File: config.mk
export PLATFORM = sky130hd
export DESIGN_NAME = uart_rx_deframer
export DESIGN_NICKNAME = d
export VERILOG_FILES = /design/src/rtl/uart_rx_deframer.sv
export SDC_FILE = /design/constraint.sdc
export NUM_CORES = 1
export LEC_CHECK = 0
export CAP_MARGIN = 20
export CELL_PAD_IN_SITES_DETAIL_PLACEMENT = 1
export CELL_PAD_IN_SITES_GLOBAL_PLACEMENT = 1
export CORE_ASPECT_RATIO = 1.1
export CORE_MARGIN = 1.5
export CORE_UTILIZATION = 49
export CTS_CLUSTER_DIAMETER = 150
export CTS_CLUSTER_SIZE = 30
export DETAILED_ROUTE_END_ITERATION = 6
export HOLD_SLACK_MARGIN = 0.02
export PLACE_DENSITY_LB_ADDON = 0.1
export SKIP_LAST_GASP = 1
export SLEW_MARGIN = 20
export SYNTH_ARGS = -nofsm -noshare
export SYNTH_HDL_FRONTEND = slang
export SYNTH_SLANG_ARGS = --single-unit
export TNS_END_PERCENT = 20
File: constraint.sdc
create_clock -name clk_sis -period 3.7 [get_ports clk_sis]
set_clock_uncertainty 0.1 [all_clocks]
set_input_delay 0.74 -clock clk_sis [delete_from_list [all_inputs] [get_ports clk_sis]]
set_output_delay 0.74 -clock clk_sis [all_outputs]
set_load 0.02 [all_outputs]
File: src/rtl/uart_rx_deframer.sv
// 8N1 UART receiver: synchronizes rx, deframes bytes with mid-bit sampling and
// presents them through a one-deep valid/ready holding register.
module uart_rx_deframer #(
   parameter int CLK_DIV = 16
) (
   input  logic       clk_sis,
   input  logic       rst,
   input  logic       rx,
   output logic [7:0] data_out,
   output logic       data_valid,
   input  logic       data_ready,
   output logic       frame_err,
   output logic       overrun,
   output logic       busy
);

   typedef enum logic [2:0] {
      IDLE,
      START,
      DATA,
      STOP,
      WAIT_HIGH
   } state_t;

   localparam logic [11:0] HALF_LAST = 12'(CLK_DIV / 2 - 1);
   localparam logic [11:0] BIT_LAST  = 12'(CLK_DIV - 1);

   state_t      state, state_next;
   logic [11:0] cnt, cnt_next;
   logic [2:0]  idx, idx_next;
   logic [7:0]  shift, shift_next;
   logic        rx_meta, rx_s;
   logic        settle, armed;
   logic        good, bad;

   always_ff @(posedge clk_sis or posedge rst) begin
      if (rst) begin
         rx_meta <= 1'b1;
         rx_s    <= 1'b1;
      end else begin
         rx_meta <= rx;
         rx_s    <= rx_meta;
      end
   end

   // The synchronizer resets high, so a line held low through reset would look
   // like a falling edge; require a genuinely observed high line before arming.
   always_ff @(posedge clk_sis or posedge rst) begin
      if (rst) begin
         settle <= 1'b0;
         armed  <= 1'b0;
      end else begin
         settle <= 1'b1;
         if (settle && rx_meta && rx_s) armed <= 1'b1;
      end
   end

   always_ff @(posedge clk_sis or posedge rst) begin
      if (rst) begin
         state <= IDLE;
         cnt   <= '0;
         idx   <= '0;
         shift <= '0;
      end else begin
         state <= state_next;
         cnt   <= cnt_next;
         idx   <= idx_next;
         shift <= shift_next;
      end
   end

   // NOTE: every signal gets a default before the case so no latch is inferred.
   always_comb begin
      state_next = state;
      cnt_next   = cnt + 12'd1;
      idx_next   = idx;
      shift_next = shift;
      good       = 1'b0;
      bad        = 1'b0;
      case (state)
         IDLE: begin
            cnt_next = '0;
            if (armed && !rx_s) state_next = START;
         end
         START: begin
            if (cnt == HALF_LAST) begin
               cnt_next = '0;
               idx_next = '0;
               state_next = rx_s ? IDLE : DATA;
            end
         end
         DATA: begin
            if (cnt == BIT_LAST) begin
               cnt_next        = '0;
               shift_next[idx] = rx_s;
               idx_next        = idx + 3'd1;
               if (idx == 3'd7) state_next = STOP;
            end
         end
         STOP: begin
            if (cnt == BIT_LAST) begin
               cnt_next = '0;
               if (rx_s) begin
                  good       = 1'b1;
                  state_next = IDLE;
               end else begin
                  bad        = 1'b1;
                  state_next = WAIT_HIGH;
               end
            end
         end
         WAIT_HIGH: begin
            cnt_next = '0;
            if (rx_s) state_next = IDLE;
         end
         default: begin
            cnt_next   = '0;
            state_next = IDLE;
         end
      endcase
   end

   always_ff @(posedge clk_sis or posedge rst) begin
      if (rst) begin
         data_out   <= 8'h00;
         data_valid <= 1'b0;
         frame_err  <= 1'b0;
         overrun    <= 1'b0;
      end else begin
         frame_err <= bad;
         overrun   <= good && data_valid && !data_ready;
         if (good && (!data_valid || data_ready)) begin
            data_out   <= shift;
            data_valid <= 1'b1;
         end else if (data_valid && data_ready) begin
            data_valid <= 1'b0;
         end
      end
   end

   assign busy = (state != IDLE);

endmodule

==> images/route_heat.png <==
Scale bar: 20 µm. The die is cut into 13 by 14 equal tiles; dark blue is low, red is high, scaled to the fullest tile. Values are wire area over tile area, all layers added.
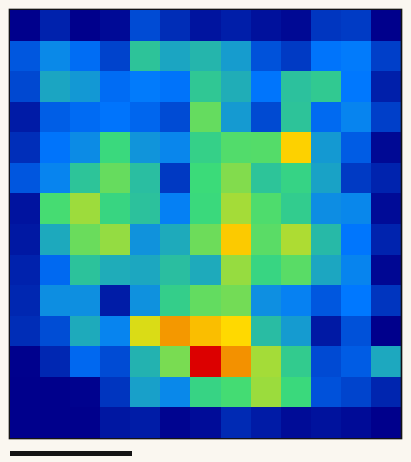
tiles over half the peak	17%
mean over tiles	0.15
nearly empty tiles	8.8%
fullest tile	0.50
Overall Global Routing Usage: 21.8%
Total Routed Length: 4.22 mm
total number of vias: 1436
post-DR wirelength/cell: 16.8 µm

==> images/util_map.png <==
Scale bar: 20 µm. The die is cut into 6 by 7 equal tiles; dark blue is low, red is high, 0 to 100% covered.
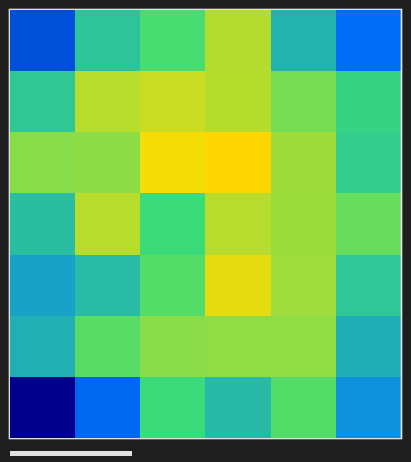
emptiest ninth of the die	south-west
nearly empty tiles	2.4%
mean over tiles	51%
tiles over 75% full	2.4%
fullest tile	76%
area inside the core boundary: 0.00393 mm²
Util after Layout: 59.3%
FP Core Util: 50.8%

==> images/class_map.png <==
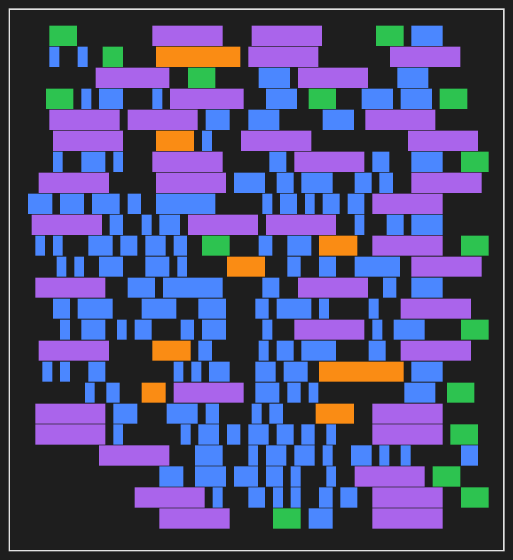
class	colour	cells	share of their area
remaining buffers and delay cells	green	16	7.0%
registers	purple	41	45%
remaining logic cells	blue	135	42%
clock drivers and dummy loads	orange	8	6.1%

==> images/sizing.png <==
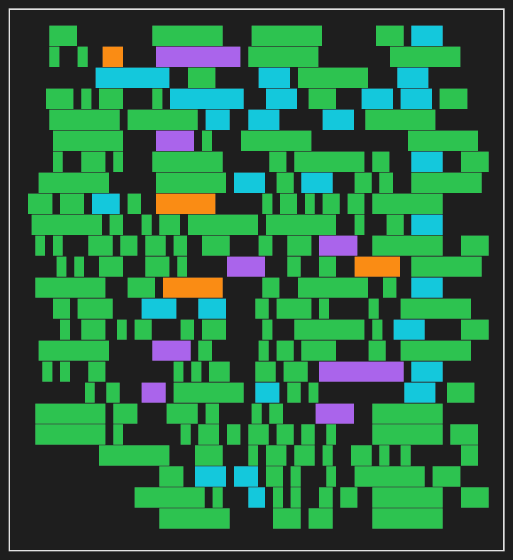
size	colour	cells	share
x6 and larger	purple	8	4.0%
x2	cyan	26	13%
x1 and smaller	green	162	81%
x3 and x4	orange	4	2.0%
area of all placed cells without fillers: 0.00233 mm²
Buffers, non-clock: 16

==> images/congestion_map.png <==
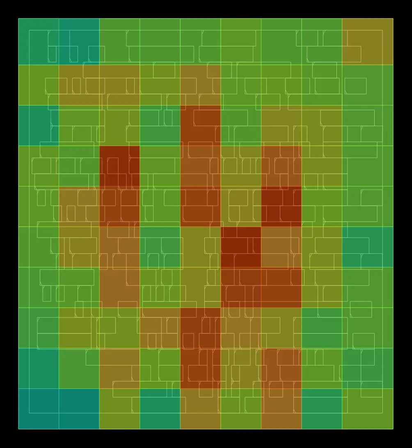
met2 routing resource usage after global routing: 38.1%
Global Route met1 Usage: 26.9%
fraction of met3 tracks used by global routing: 3.86%

==> ci_impl_report.md <==
## Synthesis and layout report

| Metric | Value |
|---|---|
| Worst-skew pair later-pin latency | 300 ps |
| Final setup violation count | 0 |
| Largest Register | cnt |
| Antenna diode count | 0 |
| Fraction of the mapped netlist area in compound gates | 5.82% |
| Number of distinct standard cells referenced by the synthesized netlist | approximately 43 |
| Ports | 16 |
| Arithmetic-cell share of the synthesized area counting full adders, half adders and majority gates | about 1.9% |
| Number of resized instances in the post-cts repair step | 0 |
| Highest Signal Layer | met4 |
| Final total negative setup slack | 0 ps |
| Met2 layer wire length in the routed design | 2.26 mm |
| Critical Path RT | between 2000 and 3000 ps |
| Pin count of the biggest net entering global routing | roughly 42 |
| Largest registers | cnt (12), data_out (8), shift (8) |
| Slew Limit Fails | 0 |
| Number of buffers inserted by hold repair at cts | 0 |
| Clk_buf instances | 5 |
| Hold WS | 271 ps |
| Number of global-route vias before repair | between 1500 and 2000 |
| Non-clock buffer area fraction after layout | slightly below 7% |
| Top logic family | simple AND/OR/NAND/NOR gates |
| Cell type with the highest aggregate area in the netlist | dfrtp_1 |
| Sequential logic power | between 600 and 700 µW |
| Flip-flop count of the largest register after layout | 12 |
| Wire length of the first global-routing pass | between 7 and 8 mm |
| Power dissipated in the clock network | approximately 430 µW |
| Number of nets still failing antenna checks after routing | 0 |
| Tally of OpenROAD warnings | 26 |
| Area of combinational cells with multiple inputs | about 900 µm² |
| Sequential-to-total area share from yosys stat | between 50% and 60% |
| Cells on Worst Hold Path | 0 |
| Setup slack of the worst register-to-register path | roughly 1400 ps |
| Portion of the clock cycle consumed by the worst path in the final layout | 75.6% |
| Cell depth of the worst setup path | 4 |
| Endpoint of the worst setup timing path | busy |
| Share of post-route cells with drive strength above 1 | between 10% and 20% |
| Primary FF master, synth | dfrtp_1 |
| Vertical die size | 70.0 µm |
| Crit path max-delay family | buffers and inverters |
| Final critical path time including I/O delays and setup | 2800 ps |
| CTS tree | done |
| Number of well-tap cells placed | approximately 52 |
| Input/output buffers | 15 |
| Final number of hold-violating endpoints | 0 |
| Simple-Gate Area Share | approximately a quarter |
| Run status | complete, no violations |
| Flop count | 41 |
| Most common library cell in the layout ignoring fill and taps | dfrtp_1 |
| Worst r2r src | cnt[0] |
| Dominant kind of cell | flip-flops and latches |
| NetSw | approximately 470 µW |
| P per Cell Area | around 600 mW/mm² |
| Slew Limit Headroom | around 66% |
| Power consumed by combinational cells | between 300 and 400 µW |
| Max Clk Rate | ~360 MHz |
| Instance count after placement with tap cells included | roughly 240 |
| Num CTS Buffers | 5 |
| Commonest cells in the synthesized netlist | dfrtp_1, nand2_1, mux2_2, nor2_1, nand3_1 |
| Number of detailed-route iterations in the first pass | 5 |
| Yosys xor share | 3.94% |
| Kind of start point of the critical path | flip-flop |
| RSZ-0062 raised after global routing | false |
| Total die size | 0.00447 mm² |
| Switching power as a share of total power | 33.7% |
Power and IR drop assume default switching activity.
